$ cat src/rtl/fpga_calculator_pkg.sv
// Shared types, segment encodings and the binary-to-BCD helper for the
// two-digit BCD calculator.
package calc_pkg;

  typedef enum logic [1:0] {
    OP_ADD = 2'd0,
    OP_SUB = 2'd1,
    OP_MUL = 2'd2,
    OP_DIV = 2'd3
  } op_t;

  typedef enum logic {
    MODE_OPERAND = 1'b0,
    MODE_RESULT  = 1'b1
  } mode_t;

  // Active-low segments, bit 0 = a ... bit 6 = g, bit 7 = dp (kept off).
  localparam logic [7:0] SEG_MINUS = 8'hBF;
  localparam logic [7:0] SEG_BLANK = 8'hFF;

  localparam logic [0:9][7:0] SEG_TABLE = {
    8'hC0, 8'hF9, 8'hA4, 8'hB0, 8'h99,
    8'h92, 8'h82, 8'hF8, 8'h80, 8'h90
  };

  // Codes above 9 carried to the decoder.
  localparam logic [3:0] CODE_MINUS = 4'hA;
  localparam logic [3:0] CODE_BLANK = 4'hF;

  // Double-dabble; 9801 is the largest value that ever reaches it.
  function automatic logic [15:0] bin2bcd(input logic [13:0] bin);
    logic [15:0] bcd;
    bcd = '0;
    for (int i = 13; i >= 0; i--) begin
      for (int j = 0; j < 4; j++) begin
        if (bcd[4*j +: 4] >= 4'd5) bcd[4*j +: 4] = bcd[4*j +: 4] + 4'd3;
      end
      bcd = {bcd[14:0], bin[i]};
    end
    return bcd;
  endfunction

endpackage

$ cat src/rtl/fpga_calculator_if.sv
// Board-facing bus of the calculator: raw buttons in, seven-segment scan out,
// plus the display mode for observation.
interface calc_if;
  import calc_pkg::*;

  // Buttons are raw levels with no valid/ready handshake: only a synchronized
  // rising edge acts, and the display outputs are always valid.
  logic [3:0] B1;
  logic [3:0] B2;
  logic       push;
  logic [7:0] seg;
  logic [3:0] Anode_Activate;
  mode_t      mode;

  modport master (output B1, output B2, output push,
                  input seg, input Anode_Activate, input mode);
  modport slave  (input B1, input B2, input push,
                  output seg, output Anode_Activate, output mode);
endinterface

$ cat src/rtl/fpga_calculator_seg7_decoder.sv
// Maps a digit code (0-9, minus, blank) to active-low seven-segment levels.
module seg7_decoder
  import calc_pkg::*;
(
  input  logic [3:0] code,
  output logic [7:0] seg
);

  always_comb begin
    seg = SEG_BLANK;
    if (code <= 4'd9) seg = SEG_TABLE[code];
    else if (code == CODE_MINUS) seg = SEG_MINUS;
  end

endmodule

$ cat src/rtl/fpga_calculator.sv
// Two-digit BCD calculator driving a 4-digit multiplexed display.
// Optional DEBOUNCE_EN adds a per-button stability filter after the synchronizer.
module fpga_calculator
  import calc_pkg::*;
#(
  parameter int REFRESH_BITS    = 18,
  parameter int DEBOUNCE_CYCLES = 65536
) (
  input logic   clk_in,
  input logic   rst,
  calc_if.slave bus
);

  localparam int NB = 9;  // {push, B2[3:0], B1[3:0]}

  logic [NB-1:0] sync1_q, sync1_d, sync2_q, sync2_d, prev_q, prev_d;
  logic [NB-1:0] level, btn_edge;

  always_comb begin
    sync1_d  = {bus.push, bus.B2, bus.B1};
    sync2_d  = sync1_q;
    prev_d   = level;
    btn_edge = level & ~prev_q;
  end

`ifdef DEBOUNCE_EN
  localparam int CW = $clog2(DEBOUNCE_CYCLES + 1);
  logic [CW-1:0] db_cnt_q [NB];
  logic [CW-1:0] db_cnt_d [NB];
  logic [NB-1:0] stable_q, stable_d;

  // A new level is accepted only after it differs from the accepted one for
  // DEBOUNCE_CYCLES consecutive cycles; any bounce back restarts the count.
  always_comb begin
    stable_d = stable_q;
    for (int i = 0; i < NB; i++) begin
      db_cnt_d[i] = '0;
      if (sync2_q[i] != stable_q[i]) begin
        if (db_cnt_q[i] == CW'(DEBOUNCE_CYCLES - 1)) stable_d[i] = sync2_q[i];
        else db_cnt_d[i] = db_cnt_q[i] + 1'b1;
      end
    end
  end

  always_ff @(posedge clk_in or posedge rst) begin
    if (rst) begin
      stable_q <= '0;
      for (int i = 0; i < NB; i++) db_cnt_q[i] <= '0;
    end else begin
      stable_q <= stable_d;
      for (int i = 0; i < NB; i++) db_cnt_q[i] <= db_cnt_d[i];
    end
  end

  assign level = stable_q;
`else
  assign level = sync2_q;
`endif

  logic b1_any, op_go, push_edge;
  assign b1_any    = |btn_edge[3:0];
  assign op_go     = !b1_any && (|btn_edge[7:4]);
  assign push_edge = btn_edge[8];

  logic [3:0] dig_q [4];
  logic [3:0] dig_d [4];

  always_comb begin
    for (int i = 0; i < 4; i++) begin
      dig_d[i] = dig_q[i];
      if (btn_edge[i]) dig_d[i] = (dig_q[i] == 4'd9) ? 4'd0 : dig_q[i] + 4'd1;
    end
  end

  logic [6:0] op_a, op_b;
  assign op_a = 7'(dig_q[0]) * 7'd10 + 7'(dig_q[1]);
  assign op_b = 7'(dig_q[2]) * 7'd10 + 7'(dig_q[3]);

  op_t         op_sel;
  logic [13:0] alu_mag;
  logic        alu_neg, alu_err;

  always_comb begin
    op_sel  = OP_DIV;
    if (btn_edge[4])      op_sel = OP_ADD;
    else if (btn_edge[5]) op_sel = OP_SUB;
    else if (btn_edge[6]) op_sel = OP_MUL;
    alu_mag = '0;
    alu_neg = 1'b0;
    alu_err = 1'b0;
    case (op_sel)
      OP_ADD: alu_mag = 14'(op_a) + 14'(op_b);
      OP_SUB: begin
        // Stored as sign + magnitude so the display needs no two's complement.
        if (op_a >= op_b) alu_mag = 14'(op_a - op_b);
        else begin
          alu_neg = 1'b1;
          alu_mag = 14'(op_b - op_a);
        end
      end
      OP_MUL: alu_mag = 14'(op_a) * 14'(op_b);
      default: begin
        if (op_b == 7'd0) alu_err = 1'b1;
        else alu_mag = 14'(op_a / op_b);
      end
    endcase
  end

  logic [13:0] res_mag_q, res_mag_d;
  logic        res_neg_q, res_neg_d, res_err_q, res_err_d;

  always_comb begin
    res_mag_d = res_mag_q;
    res_neg_d = res_neg_q;
    res_err_d = res_err_q;
    if (op_go) begin
      res_mag_d = alu_mag;
      res_neg_d = alu_neg;
      res_err_d = alu_err;
    end
  end

  mode_t mode_q, mode_d;

  always_comb begin
    mode_d = mode_q;
    if (b1_any)               mode_d = MODE_OPERAND;
    else if (|btn_edge[7:4])  mode_d = MODE_RESULT;
    else if (push_edge)       mode_d = MODE_OPERAND;
  end

  logic [REFRESH_BITS-1:0] refresh_q, refresh_d;
  logic [1:0]              sel;
  logic [15:0]             bcd;
  logic [3:0]              digit_code;

  assign refresh_d = refresh_q + 1'b1;
  assign sel       = refresh_q[REFRESH_BITS-1 -: 2];
  assign bcd       = bin2bcd(res_mag_q);

  always_comb begin
    digit_code = CODE_BLANK;
    if (mode_q == MODE_OPERAND)        digit_code = dig_q[sel];
    else if (res_err_q)                digit_code = CODE_MINUS;
    else if (res_neg_q && sel == 2'd0) digit_code = CODE_MINUS;
    else                               digit_code = bcd[4*(3 - 32'(sel)) +: 4];
  end

  always_ff @(posedge clk_in or posedge rst) begin
    if (rst) begin
      sync1_q   <= '0;
      sync2_q   <= '0;
      prev_q    <= '0;
      for (int i = 0; i < 4; i++) dig_q[i] <= '0;
      res_mag_q <= '0;
      res_neg_q <= 1'b0;
      res_err_q <= 1'b0;
      mode_q    <= MODE_OPERAND;
      refresh_q <= '0;
    end else begin
      sync1_q   <= sync1_d;
      sync2_q   <= sync2_d;
      prev_q    <= prev_d;
      for (int i = 0; i < 4; i++) dig_q[i] <= dig_d[i];
      res_mag_q <= res_mag_d;
      res_neg_q <= res_neg_d;
      res_err_q <= res_err_d;
      mode_q    <= mode_d;
      refresh_q <= refresh_d;
    end
  end

  seg7_decoder u_dec (
    .code (digit_code),
    .seg  (bus.seg)
  );

  assign bus.Anode_Activate = ~(4'b1000 >> sel);
  assign bus.mode           = mode_q;

endmodule

$ cat src/flat_wrapper.sv
// flat-port wrapper written by rule: the top's interface ports become plain ports
module fpga_calculator_flat import calc_pkg::*;
#(
  parameter int REFRESH_BITS    = 18,
  parameter int DEBOUNCE_CYCLES = 65536
)
  (clk_in, rst, bus_B1, bus_B2, bus_push, bus_seg, bus_Anode_Activate, bus_mode);
  calc_if bus_i ();
  input logic clk_in;
  input logic rst;
  input wire logic [$bits(bus_i.B1)-1:0] bus_B1;
  input wire logic [$bits(bus_i.B2)-1:0] bus_B2;
  input wire logic [$bits(bus_i.push)-1:0] bus_push;
  output wire logic [$bits(bus_i.seg)-1:0] bus_seg;
  output wire logic [$bits(bus_i.Anode_Activate)-1:0] bus_Anode_Activate;
  output wire logic [$bits(bus_i.mode)-1:0] bus_mode;
  assign bus_i.B1 = bus_B1;
  assign bus_i.B2 = bus_B2;
  assign bus_i.push = bus_push;
  assign bus_seg = bus_i.seg;
  assign bus_Anode_Activate = bus_i.Anode_Activate;
  assign bus_mode = bus_i.mode;
  fpga_calculator #(.REFRESH_BITS(REFRESH_BITS), .DEBOUNCE_CYCLES(DEBOUNCE_CYCLES)) u_core (.clk_in(clk_in), .rst(rst), .bus(bus_i));
endmodule
$ cat config.mk
export PLATFORM = sky130hd
export DESIGN_NAME = fpga_calculator_flat
export DESIGN_NICKNAME = d
export VERILOG_FILES = /design/src/rtl/fpga_calculator_pkg.sv /design/src/rtl/fpga_calculator_if.sv /design/src/rtl/fpga_calculator_seg7_decoder.sv /design/src/rtl/fpga_calculator.sv /design/src/flat_wrapper.sv
export SDC_FILE = /design/constraint.sdc
export NUM_CORES = 1
export LEC_CHECK = 0
export ABC_AREA = 0
export CORE_UTILIZATION = 39
export CTS_BUF_LIST = sky130_fd_sc_hd__clkbuf_4
export DETAILED_ROUTE_END_ITERATION = 8
export PLACE_DENSITY = 0.55
export SETUP_SLACK_MARGIN = 0.4
export SYNTH_ARGS = -nofsm -noshare
export SYNTH_HDL_FRONTEND = slang
export SYNTH_SLANG_ARGS = --single-unit
$ cat constraint.sdc
create_clock -name clk_in -period 33.7 [get_ports clk_in]
set_clock_uncertainty 0.05 [all_clocks]
set_input_delay 6.74 -clock clk_in [delete_from_list [all_inputs] [get_ports clk_in]]
set_output_delay 6.74 -clock clk_in [all_outputs]
set_load 0.03 [all_outputs]
**Run 1: nets reached from selected ports**

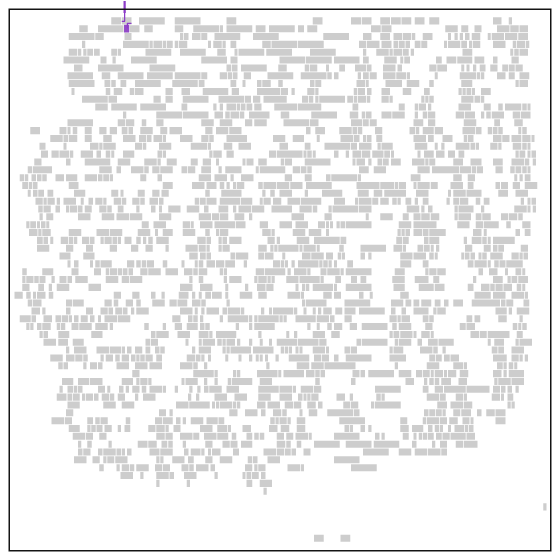
colour	port	bits	direction	end cells	wire
purple	rst	1	input	1	7.70 um
number of buffers added on ports: 22
I/O pins: 24

**Run 1: clock wires, drivers and flops**

The bar under the picture is 50 um long.
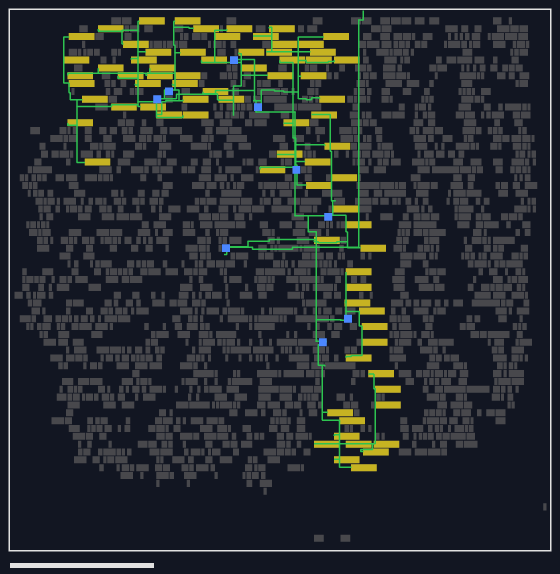
[green] clock wires | length: 1140 um
[blue] clock drivers | count: 9
[yellow] flip-flops | count: 78
routed clock nets	10
Worst-Skew Late Latency: 0.47 ns

==> flow_summary.toml, run 1 <==
# yosys + openroad results
[final_layout]
lay_top_cells = "ha_1, nand2_1, nor2_1"
final_common_cell = "ha_1"
drive_above_1_share = 0.08394
nNetsFinal = 1883
areaGrowthSynthToFinish_pct = 7.058

[die]
std_cell_rows = 67
fp.dieW_um = 187.4
dieArea_sq_mm = 0.03511
fp.dieH_um = 187.4
core-area_sq_mm = 0.03370
floorplan.core_util = 0.3977

[hold_path]
min_to = "u_core.level[0]"
hold_start = "u_core.sync1_q[0]"
hold_path_depth = 0
hp-class = "reg -> reg"

[final_timing]
finalSetupViolCount = 0
max_slew.worst_pin.slew_ns = 0.9394
relSlewSlack = 0.3708
period_needed_ns = 27.98
fmax_mhz = 35.74
final_max_slew_viol_count = 0

[clocking]
cts_htree_levels = 3
clockBufferDepth = 2
cts.clk_slew.worst_paths_ns = 0.16
cts_setup_buffers = 0
cts_tree = "done"
cts.sink_count = 78
cts-resized-gates = 0
clock-root-buffer = "clkbuf_4"

[global_routing]
overflow = 0
grt_pass1_vias = 11370
grt_pass1_wl_um = 56090
antenna_found_initial = 1

[setup_path]
cpPeakStageDelay_ns = 0.71
r2r_start = "u_core.dig_q[5]"
r2r_cells = 125
critical_path.startpoint_type = "flip-flop"
cp_data_required_time_ns = 34.02
critPathMaxFanout = 16
path_class = "reg -> reg"

[detailed_routing]
num_vias = 11600
viasPerCell = 5.540
dr.pass1.iters = 7
drt-wirelength-per-cell_um = 15.79

[run_status]
status = "finished, final reports clean"

[synth]
synthCells = 1615
flop_cell = "dfrtp_1"
ys_area_sq_mm = 0.01340
ys_cells = 1615
synthArstFlopShare = 1.000
ys_ff = 78
edf_count = 0

[job]
max-cap-violations = 0

[placed_design]
dpl.hpwl_um = 26760
**Run 1: gate-type map**

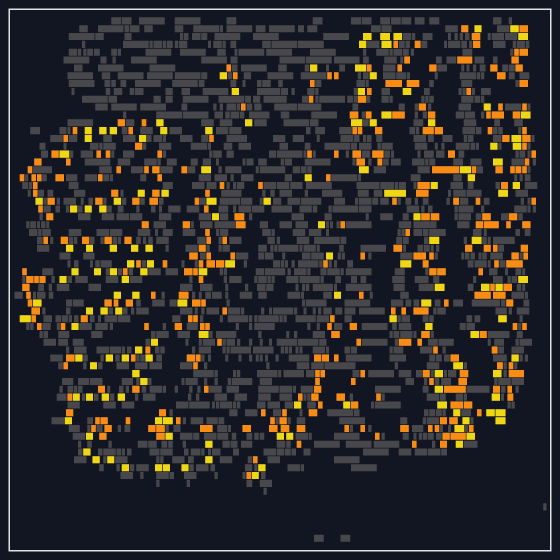
colour	family	cells
orange	aoi and oai cells	293
yellow	non-inverting ao/oa cells	143

**Run 1: signal wires by layer**

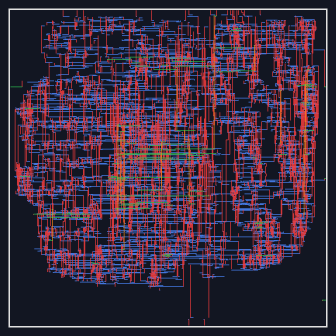
colour	layer	wire length
green	metal 3	846 um
red	metal 2	15800 um
orange	metal 4	536 um
blue	metal 1	15800 um

==> run 1: cell families (layout without fill, tap and decap cells) <==
family | after synthesis | in the layout | synth area share
AND-OR/OR-AND | 436 | 436 | 0.2410
XOR/XNOR | 81 | 81 | 0.05658
adder cells (fa/ha/maj) | 233 | 233 | 0.2349
buffers and inverters | 164 | 187 | 0.04883
flip-flops | 78 | 78 | 0.1456
multiplexers | 73 | 73 | 0.06610
other | 2 | 9 | 0.0005604
AND/OR/NAND/NOR | 548 | 548 | 0.2064
==> run 1: synth_stat cells, drive strengths merged (29+ instances only) <==
library cell    n  area (sq um)
nor2          128         480.5
nand2b         31         193.9
inv           132         495.5
o21a           64         480.5
ha            202          2527
fa             31         620.6
mux2i          39         442.9
o21ai          83         422.9
nor3           79         400.4
nand2         137         516.8
a21oi          67         350.3
nor2b          38         237.7
nand3          29         150.1
a21o           31         232.7
xnor2          58         556.8
dfrtp          78          1952
mux2           30         352.8
==> run 1: area by class of cell <==
| class | instances | area, sq um |
|---|---|---|
| antenna | 1 | 2.502 |
| clock buffer | 9 | 67.56 |
| clock inverter | 7 | 87.58 |
| fill | 3463 | 19350 |
| inverter | 132 | 496.7 |
| multi-input combinational | 1379 | 10830 |
| sequential | 78 | 1952 |
| tap | 448 | 560.5 |
| timing repair buffer | 39 | 347.8 |
==> run 1: layer usage <==
metal | GRT usage | up-vias | part of all wire
li1 | - | 5945 | -
met1 | 0.2502 | 5467 | 0.48
met2 | 0.3381 | 153 | 0.48
met3 | 0.01895 | 31 | 0.026
met4 | 0.04315 | 0 | 0.016
met5 | 0 | - | 0
==> run 1: stage by stage <==
step	utilization	instance area, sq um	cells	worst slack [ns]
after global routing	0.4257	14350	2093	2.874
after floorplan	-	13420	1621	8.367
after global placement	0.4211	14190	2076	6.661
after CTS	0.4257	14350	2092	5.688
final	0.4257	14350	2093	5.719
after detailed placement	0.4211	14190	2076	5.747
==> run 1: state kept, by name (all words and copies together), names as in the netlist <==
name / flops
u_core.prev_q: 9
u_core.level: 9
u_core.res_err_q: 1
u_core.res_mag_q: 14
u_core.dig_q: 16
u_core.sync1_q: 9
u_core.refresh_q: 18
u_core.bus.mode: 1
u_core.res_neg_q: 1
==> run 1: worst max-delay path by stage <==
| stage | to | depth (start not counted) |
|---|---|---|
| finish | u_core.res_mag_q[0] | 125 |
| CTS | u_core.res_mag_q[0] | 125 |
| global placement | u_core.res_mag_q[0] | 125 |
| floorplan | u_core.res_mag_q[0] | 131 |
| global route | u_core.res_mag_q[0] | 123 |
| detailed placement | u_core.res_mag_q[0] | 125 |
==> run 1: worst max-delay path, delay by kind of cell, from the launching register on <==
| family | cells | cell delay (ns) |
|---|---|---|
| AND/OR/NAND/NOR | 29 | 6.37 |
| multiplexers | 6 | 1.82 |
| flip-flops | 1 | 0.51 |
| adder cells (fa/ha/maj) | 15 | 4.58 |
| buffers and inverters | 1 | 0.30 |
| AND-OR/OR-AND | 73 | 14.13 |
| XOR/XNOR | 1 | 0.15 |
==> inputs of run 2 (changes only) <==
- PLACE_DENSITY: 0.55 -> 0.57
- clock period: 33.7 -> 24.5 ns (I/O delays scaled with it)
**Run 2: clock wires, drivers and flops**

The bar under the picture is 50 um long.
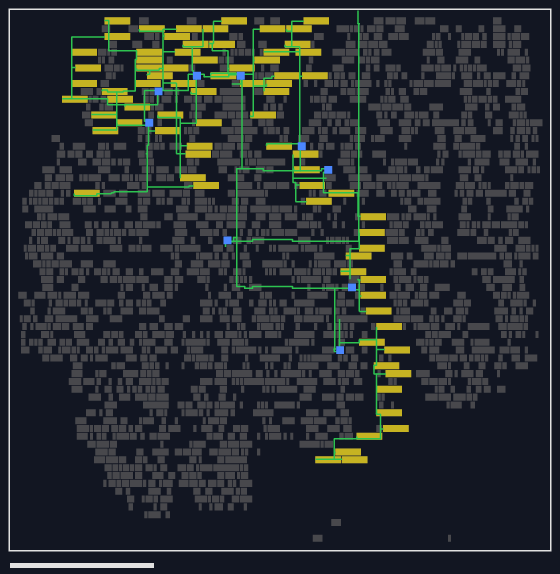
[yellow] flip-flops | count: 78
[green] clock wires | length: 1160 um
[blue] clock drivers | count: 9
routed clock nets	10
Worst-Skew Late Latency: 0.48 ns

==> run 2 against run 1 <==
Effect of this change: area after synthesis unchanged; global-route usage rose by 0.71 points; wire length rose by 4.3%; sequential share of layout area shrank 0.61 points; cell area up 4.7%; critical path type unchanged; synthesized cell count did not move; count of clock-buffer cells in the layout unchanged; via count up 3.8%; core utilization up 2.0 points.
==> flow_summary.toml, run 2 <==
# yosys + openroad results
[run_status]
status = "finished, final reports clean"

[synth]
yosysTopAreaCell = "ha_1"
ys_area_sq_mm = 0.01340
yosys-top-cells-count = "ha_1, nand2_1, nor2_1"
most_common_cell = "ha_1"
ys_cells = 1615
area_leaders = "ha_1, dfrtp_1, fa_1"
synthArstFlopShare = 1.000
top_area_frac = 0.1886

[global_routing]
antenna_found_initial = 1
overflow = 0
grt_pass1_vias = 11670

[placed_design]
dpl.hpwl_um = 27240
io_buffers = 22
dpl_cell_area_sq_mm = 0.01453
dp_cells = 2112

[setup_path]
cp.depth = 123
path_class = "reg -> reg"
critical_path.startpoint_type = "flip-flop"
cp_top_family = "AND-OR/OR-AND gates"
r2r_start = "u_core.dig_q[5]"
cp_data_required_time_ns = 24.83

[detailed_routing]
drt-wirelength-per-cell_um = 16.02
viasPerCell = 5.598
dr.pass1.iters = 7

[die]
floorplan.core_util = 0.3977
fp.dieH_um = 187.4

[final_layout]
nNetsFinal = 1941
areaGrowthSynthToFinish_pct = 12.08
lay_top_cells = "ha_1, nand2_1, inv_1"
fin_cells = 2151
largest_register_ff_count = 18
top_regs = "u_core.refresh_q x18, u_core.dig_q x16, u_core.res_mag_q x14"

[final_timing]
relSlewSlack = 0.2466
fmax_mhz = 42.27
finalSetupViolCount = 0
period_needed_ns = 23.66
final_max_slew_viol_count = 0

[clocking]
cts.clk_slew.worst_paths_ns = 0.16
clock-root-buffer = "clkbuf_4"
cts.sink_count = 78
cts_tree = "done"
cts_htree_levels = 3

[hold_path]
hold_start = "u_core.sync1_q[4]"

[job]
max-cap-violations = 0
[run 2: per-stage QoR]
stage | setup TNS (ns) | worst slack [ns] | utilization | hold WS [ns]
after CTS | 0 | 0.4377 | 0.4387 | 0.3180
after floorplan | 0 | 0.4083 | - | 0.2812
after global placement | 0 | 0.4533 | 0.4311 | 0.2834
after global routing | -0.5577 | -0.5577 | 0.4457 | 0.3238
final | 0 | 0.8434 | 0.4457 | 0.3157
after detailed placement | -0.2538 | -0.2538 | 0.4311 | 0.2847
[run 2: cells by family (layout without fill, tap and decap cells)]
| kind of cell | count (synthesis) | after routing | synth area share |
|---|---|---|---|
| compound gates | 436 | 436 | 0.2410 |
| xor+xnor | 81 | 81 | 0.05658 |
| fa+ha+maj | 233 | 233 | 0.2349 |
| buf+inv | 164 | 245 | 0.04883 |
| flops | 78 | 78 | 0.1456 |
| mux | 73 | 73 | 0.06610 |
| other cells | 2 | 9 | 0.0005604 |
| simple gates | 548 | 548 | 0.2064 |
[run 2: worst max path at each step]
stage | slack (ns) | endpoint
2_1_floorplan | 0.41 | u_core.res_mag_q[0]
3_3_place_gp | 0.45 | u_core.res_mag_q[0]
3_5_place_dp | -0.25 | u_core.res_mag_q[0]
4_1_cts | 0.44 | u_core.res_mag_q[0]
5_1_grt | -0.56 | u_core.res_mag_q[0]
6_report | 0.84 | u_core.res_mag_q[0]
[run 2: timing repair]
item / in CTS / in global routing
resized: 13 / 30
endpoints found under the setup margin: 1 / 2
pin swaps: 2 / 18
setup buffers: 6 / 16
[run 2: layout make-up]
| class | instances | area, sq um |
|---|---|---|
| Fill cell | 3409 | 18680 |
| Multi-Input combinational cell | 1379 | 11060 |
| Sequential cell | 78 | 1952 |
| Timing Repair Buffer | 97 | 790.8 |
| Tap cell | 448 | 560.5 |
| Inverter | 132 | 496.7 |
| Clock inverter | 7 | 87.58 |
| Clock buffer | 9 | 67.56 |
| Antenna cell | 1 | 2.502 |
[run 2: layer usage]
layer | wire length (um) | global-route usage | part of all wire | up-vias
met5 | 0 | 0 | 0 | -
met4 | 632 | 0.05128 | 0.018 | 0
met3 | 1060 | 0.01857 | 0.031 | 42
met2 | 16610 | 0.3473 | 0.48 | 192
met1 | 16140 | 0.2607 | 0.47 | 5752
li1 | - | - | - | 6056
